I/O pins on the die edge:
(1.5 px per µm) Pins as bars across the die edge, other pins in gray.
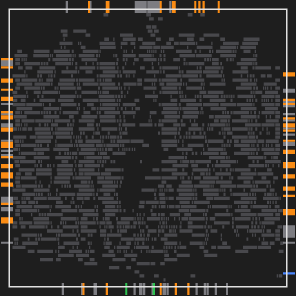
The metal 2 layer:
(2 px per µm) Cells faint in the background.
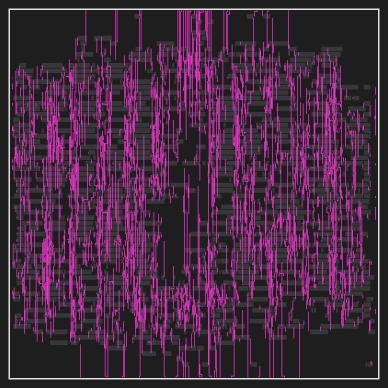
Clock distribution:
(3 px per µm)
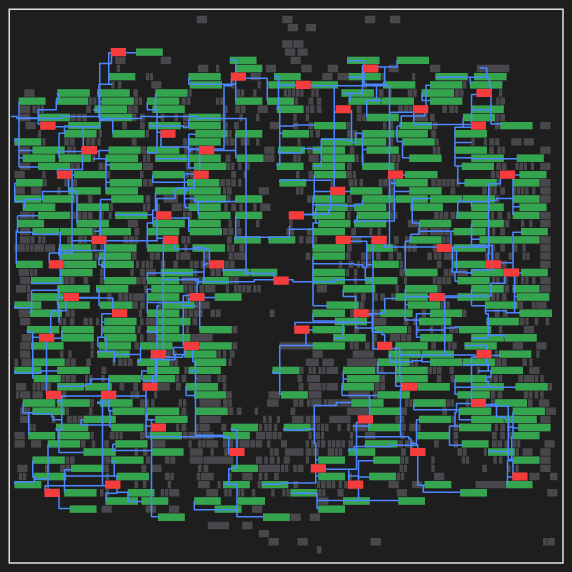
Cell classes on the final placement:
(2 px per µm) Fill, decap, tap and diode cells in gray.
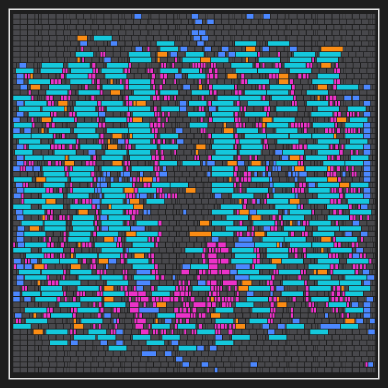
File: config.mk
export PLATFORM = sky130hd
export DESIGN_NAME = result_deskew
export DESIGN_NICKNAME = d
export VERILOG_FILES = /design/src/rtl/result_deskew.sv
export SDC_FILE = /design/constraint.sdc
export NUM_CORES = 1
export LEC_CHECK = 0
export ABC_AREA = 1
export ABC_CLOCK_PERIOD_IN_PS = 2600
export CAP_MARGIN = 0
export CORE_UTILIZATION = 40
export CTS_BUF_LIST = sky130_fd_sc_hd__clkbuf_8
export CTS_CLUSTER_SIZE = 30
export DETAILED_ROUTE_END_ITERATION = 6
export GPL_TIMING_DRIVEN = 0
export PLACE_DENSITY_LB_ADDON = 0.3
export SYNTH_ARGS = -nofsm -noshare
export SYNTH_HDL_FRONTEND = slang
export SYNTH_SLANG_ARGS = --single-unit
export TNS_END_PERCENT = 20
File: constraint.sdc
create_clock -name clk -period 2.6 [get_ports clk]
set_input_delay 0.65 -clock clk [delete_from_list [all_inputs] [get_ports clk]]
set_output_delay 0.65 -clock clk [all_outputs]
set_load 0.05 [all_outputs]
File: src/rtl/result_deskew.sv
// result_deskew
//
// Collects per-column results from the bottom edge of a systolic PE array,
// removes the diagonal skew (column j lags column 0 by j cycles) with one
// small FIFO per column, and hands off each aligned row vector on a
// valid/ready interface. A one-cycle rows_done pulse marks the handoff of
// the MATRIX_SIZE-th row of a matrix product.
//
// Optional feature: define DESKEW_OVF_EN to build the sticky overflow flag.
// Without it, ovf is tied low. Dropped pushes behave the same in both builds.
//
// Ports:
//   clk        : clock, all state on the rising edge
//   reset      : asynchronous, active-low reset
//   start      : synchronous pulse, flush FIFOs and clear counters/flags
//                (out_data is held)
//   col_valid  : bit j qualifies column j of col_data this cycle
//   col_data   : slice j = [j*DATA_SIZE +: DATA_SIZE], column j result
//   out_valid  : aligned row available
//   out_ready  : consumer accepts the row when out_valid && out_ready
//   out_data   : aligned row, slice j taken from column j
//   rows_done  : one-cycle pulse after the MATRIX_SIZE-th row handshake
//   ovf        : sticky overflow flag (DESKEW_OVF_EN only, else 0)

module result_deskew #(
    parameter int MATRIX_SIZE = 2,
    parameter int DATA_SIZE   = 32,
    parameter int FIFO_DEPTH  = 4
) (
    input  logic                             clk,
    input  logic                             reset,
    input  logic                             start,
    input  logic [MATRIX_SIZE-1:0]           col_valid,
    input  logic [MATRIX_SIZE*DATA_SIZE-1:0] col_data,
    output logic                             out_valid,
    input  logic                             out_ready,
    output logic [MATRIX_SIZE*DATA_SIZE-1:0] out_data,
    output logic                             rows_done,
    output logic                             ovf
);

    localparam int PTR_W = $clog2(FIFO_DEPTH);
    localparam int CNT_W = PTR_W + 1;
    localparam int ROW_W = $clog2(MATRIX_SIZE) + 1;
    localparam int OUT_W = MATRIX_SIZE * DATA_SIZE;

    localparam logic [PTR_W-1:0] PTR_ONE = PTR_W'(1);
    localparam logic [CNT_W-1:0] CNT_ONE = CNT_W'(1);
    localparam logic [CNT_W-1:0] DEPTH_C = CNT_W'(FIFO_DEPTH);
    localparam logic [ROW_W-1:0] ROW_ONE = ROW_W'(1);
    localparam logic [ROW_W-1:0] ROWS_C  = ROW_W'(MATRIX_SIZE);

    // Column FIFO storage and bookkeeping
    logic [DATA_SIZE-1:0] mem_q    [MATRIX_SIZE][FIFO_DEPTH];
    logic [DATA_SIZE-1:0] mem_d    [MATRIX_SIZE][FIFO_DEPTH];
    logic [PTR_W-1:0]     wr_ptr_q [MATRIX_SIZE];
    logic [PTR_W-1:0]     wr_ptr_d [MATRIX_SIZE];
    logic [PTR_W-1:0]     rd_ptr_q [MATRIX_SIZE];
    logic [PTR_W-1:0]     rd_ptr_d [MATRIX_SIZE];
    logic [CNT_W-1:0]     count_q  [MATRIX_SIZE];
    logic [CNT_W-1:0]     count_d  [MATRIX_SIZE];

    // Output register and row tracking
    logic             out_valid_q, out_valid_d;
    logic [OUT_W-1:0] out_data_q,  out_data_d;
    logic [ROW_W-1:0] row_cnt_q,   row_cnt_d;
    logic             rows_done_q, rows_done_d;

    logic                   all_nonempty;
    logic                   pop_all;
    logic                   handshake;
    logic [MATRIX_SIZE-1:0] push_ok;

    always_comb begin
        all_nonempty = 1'b1;
        for (int j = 0; j < MATRIX_SIZE; j++) begin
            if (count_q[j] == '0) all_nonempty = 1'b0;
        end
        // A row leaves only when every column has its element and the
        // output register is free (or being emptied this cycle).
        pop_all   = all_nonempty && (!out_valid_q || out_ready);
        handshake = out_valid_q && out_ready;

        mem_d       = mem_q;
        wr_ptr_d    = wr_ptr_q;
        rd_ptr_d    = rd_ptr_q;
        count_d     = count_q;
        push_ok     = '0;
        out_valid_d = out_valid_q;
        out_data_d  = out_data_q;
        row_cnt_d   = row_cnt_q;
        rows_done_d = 1'b0;

        if (start) begin
            // Flush everything except the last presented row data.
            for (int j = 0; j < MATRIX_SIZE; j++) begin
                wr_ptr_d[j] = '0;
                rd_ptr_d[j] = '0;
                count_d[j]  = '0;
            end
            out_valid_d = 1'b0;
            row_cnt_d   = '0;
        end else begin
            for (int j = 0; j < MATRIX_SIZE; j++) begin
                // A full FIFO still takes a push when it pops in the same cycle.
                push_ok[j] = col_valid[j] && ((count_q[j] != DEPTH_C) || pop_all);

                if (push_ok[j]) begin
                    mem_d[j][wr_ptr_q[j]] = col_data[j*DATA_SIZE +: DATA_SIZE];
                    wr_ptr_d[j]           = wr_ptr_q[j] + PTR_ONE;
                end
                if (pop_all) begin
                    out_data_d[j*DATA_SIZE +: DATA_SIZE] = mem_q[j][rd_ptr_q[j]];
                    rd_ptr_d[j]                          = rd_ptr_q[j] + PTR_ONE;
                end

                if (push_ok[j] && !pop_all) begin
                    count_d[j] = count_q[j] + CNT_ONE;
                end else if (!push_ok[j] && pop_all) begin
                    count_d[j] = count_q[j] - CNT_ONE;
                end
            end

            if (pop_all) begin
                out_valid_d = 1'b1;
            end else if (handshake) begin
                out_valid_d = 1'b0;
            end

            if (handshake) begin
                if (row_cnt_q + ROW_ONE == ROWS_C) begin
                    row_cnt_d   = '0;
                    rows_done_d = 1'b1;
                end else begin
                    row_cnt_d = row_cnt_q + ROW_ONE;
                end
            end
        end
    end

    // FIFO storage needs no reset: empty counts make stale entries unreachable.
    always_ff @(posedge clk) begin
        mem_q <= mem_d;
    end

    always_ff @(posedge clk or negedge reset) begin
        if (!reset) begin
            for (int j = 0; j < MATRIX_SIZE; j++) begin
                wr_ptr_q[j] <= '0;
                rd_ptr_q[j] <= '0;
                count_q[j]  <= '0;
            end
            out_valid_q <= 1'b0;
            out_data_q  <= '0;
            row_cnt_q   <= '0;
            rows_done_q <= 1'b0;
        end else begin
            wr_ptr_q    <= wr_ptr_d;
            rd_ptr_q    <= rd_ptr_d;
            count_q     <= count_d;
            out_valid_q <= out_valid_d;
            out_data_q  <= out_data_d;
            row_cnt_q   <= row_cnt_d;
            rows_done_q <= rows_done_d;
        end
    end

    assign out_valid = out_valid_q;
    assign out_data  = out_data_q;
    assign rows_done = rows_done_q;

`ifdef DESKEW_OVF_EN
    logic ovf_q, ovf_d;

    always_comb begin
        ovf_d = ovf_q;
        if (start) begin
            ovf_d = 1'b0;
        end else if (|(col_valid & ~push_ok)) begin
            ovf_d = 1'b1;
        end
    end

    always_ff @(posedge clk or negedge reset) begin
        if (!reset) begin
            ovf_q <= 1'b0;
        end else begin
            ovf_q <= ovf_d;
        end
    end

    assign ovf = ovf_q;
`else
    assign ovf = 1'b0;
`endif

endmodule

==> CHANGELOG.md <==
### Implementation results

* Status: finished, final reports clean
* Dpl hpwl at 19700 µm
* Slew headroom at 59.78%
* Sequential share of the synthesized area at 73.46%
* Worst skew pair latency at 0.58 ns
* Max FO, Critical Path at 2
* Critical path arrival at 1.82 ns
* Synthesis area per yosys at 13260 µm²
* Max reg flops at 256
* Post-DP Area at 15410 µm²
* Root buf cell: clkbuf_8
* Final setup viols at 0
* Placer Congestion at 0.7727
* Critical Path Max Stage Delay at 0.83 ns
* Synth cell types at 25
* CP top delay family: buffers and inverters
* Max_cap viols at 0
* Placed Cells incl. Taps at 1691
* Static Leak at 0.006319 µW
* H-tree depth at 2
* Pre-CTS setup slack at -0.5082 ns
* Critical path origin: out_data[32]
* Number of global-route vias before repair at 8786
* Synthesized cell area at 13260 µm²
* Synth flops at 338
* Drt drc at 0
* Clock Tree Buf Depth at 3
* Worst r2r src: count_q[2]
* Clock sink total at 338
* Biggest register: mem_q
* Setup TNS at 0 ns
## Picture notes: 'I/O pins on the die edge'
| color | port | pins | direction | edge |
|---|---|---|---|---|
| green | `col_valid` | 2 | input | south |
| blue | `ovf` | 1 | output | east |
| orange | `col_data` | 64 | input | 27 west, 22 east, 10 north, 5 south |
die outline width: 184.1 µm
Port-buffer cells: 134
Die Ht: 184.1 µm

## Picture notes: 'the metal 2 layer'
wire length on this layer: 15000 µm
longest straight run: 68.2 µm
nets with wire on the layer: 1050
main direction: vertical
detailed-route via count: 8756
WL final: 30720 µm
GR Util met2: 31.48%

## Picture notes: 'clock distribution'
[green] flip-flops | count: 338
[blue] clock wires | length: 4200 µm
[red] clock drivers | count: 54
routed clock nets: 55

## Picture notes: 'cell classes on the final placement'
| color | class | cells | share of their area |
|---|---|---|---|
| magenta | combinational and other logic | 702 | 20% |
| blue | other buffers and delay cells | 211 | 12% |
| orange | clock drivers and dummy loads | 102 | 6.7% |
| cyan | flops | 338 | 61% |
post-layout util: 50.77%
post-route design area: 16520 µm²
FP Rows: 66
Core Footprint: 32540 µm²

layout make-up:
cell class	instances	area, µm²
Multi-Input combinational cell	669	3102
Buffer	66	352.8
Timing Repair Buffer	145	1572
Antenna cell	2	5.005
Clock inverter	39	203.9
Sequential cell	338	9739
Inverter	33	123.9
Clock buffer	63	867.1
Tap cell	442	553.0
Fill cell	2864	16020
synth_stat cells, drive strengths merged:
cell | instances | area [µm²]
edfxtp | 256 | 7687
nor2 | 207 | 777.0
o21ai | 203 | 1016
nand2 | 152 | 583.1
dfrtp | 82 | 2052
nand3 | 77 | 407.9
buf | 47 | 281.5
inv | 33 | 123.9
clkbuf | 19 | 71.32
a21oi | 8 | 40.04
ha | 8 | 100.1
nand4 | 8 | 50.05
fa | 2 | 40.04
xnor2 | 2 | 17.52
conb | 1 | 3.750
nor4 | 1 | 6.260
layout by cell type (no fill, tap or decap), drive strengths merged:
master and n:
fa 2, xnor2 2, dfrtp 82, nor4 1, nand3 77, diode 2
nand4 8, clkinv 12, nor2 207, ha 8, bufinv 2, dlygate4sd3 1
a21oi 8, o21ai 203, buf 58, nand2 152, clkdlybuf4s50 133, clkbuf 82
inv 58, edfxtp 256, conb 1
logic make-up after synthesis:
group / share of synthesized area [%]
AOI/OAI and AO/OA: 7.965
xor gates and xnor gates: 0.1321
adders and majority gates: 1.057
buffers and inverters: 3.596
DFF: 73.46
other: 0.02829
and+or+nand+nor: 13.76
report_power, final:
group / internal (µW) / switching [µW]
logic: 2190 / 4720
registers: 6620 / 371
clock network: 2390 / 2020
per-layer routing:
metal / part of all wire (%) / vias to the layer above / track usage (%)
met2: 49 / 258 / 31.48
met5: 0.068 / - / 0
met4: 2.3 / 4 / 6.600
met3: 7.3 / 55 / 4.457
li1: - / 4264 / -
met1: 41 / 4175 / 23.28
Power is estimated from default activity; no workload was simulated.
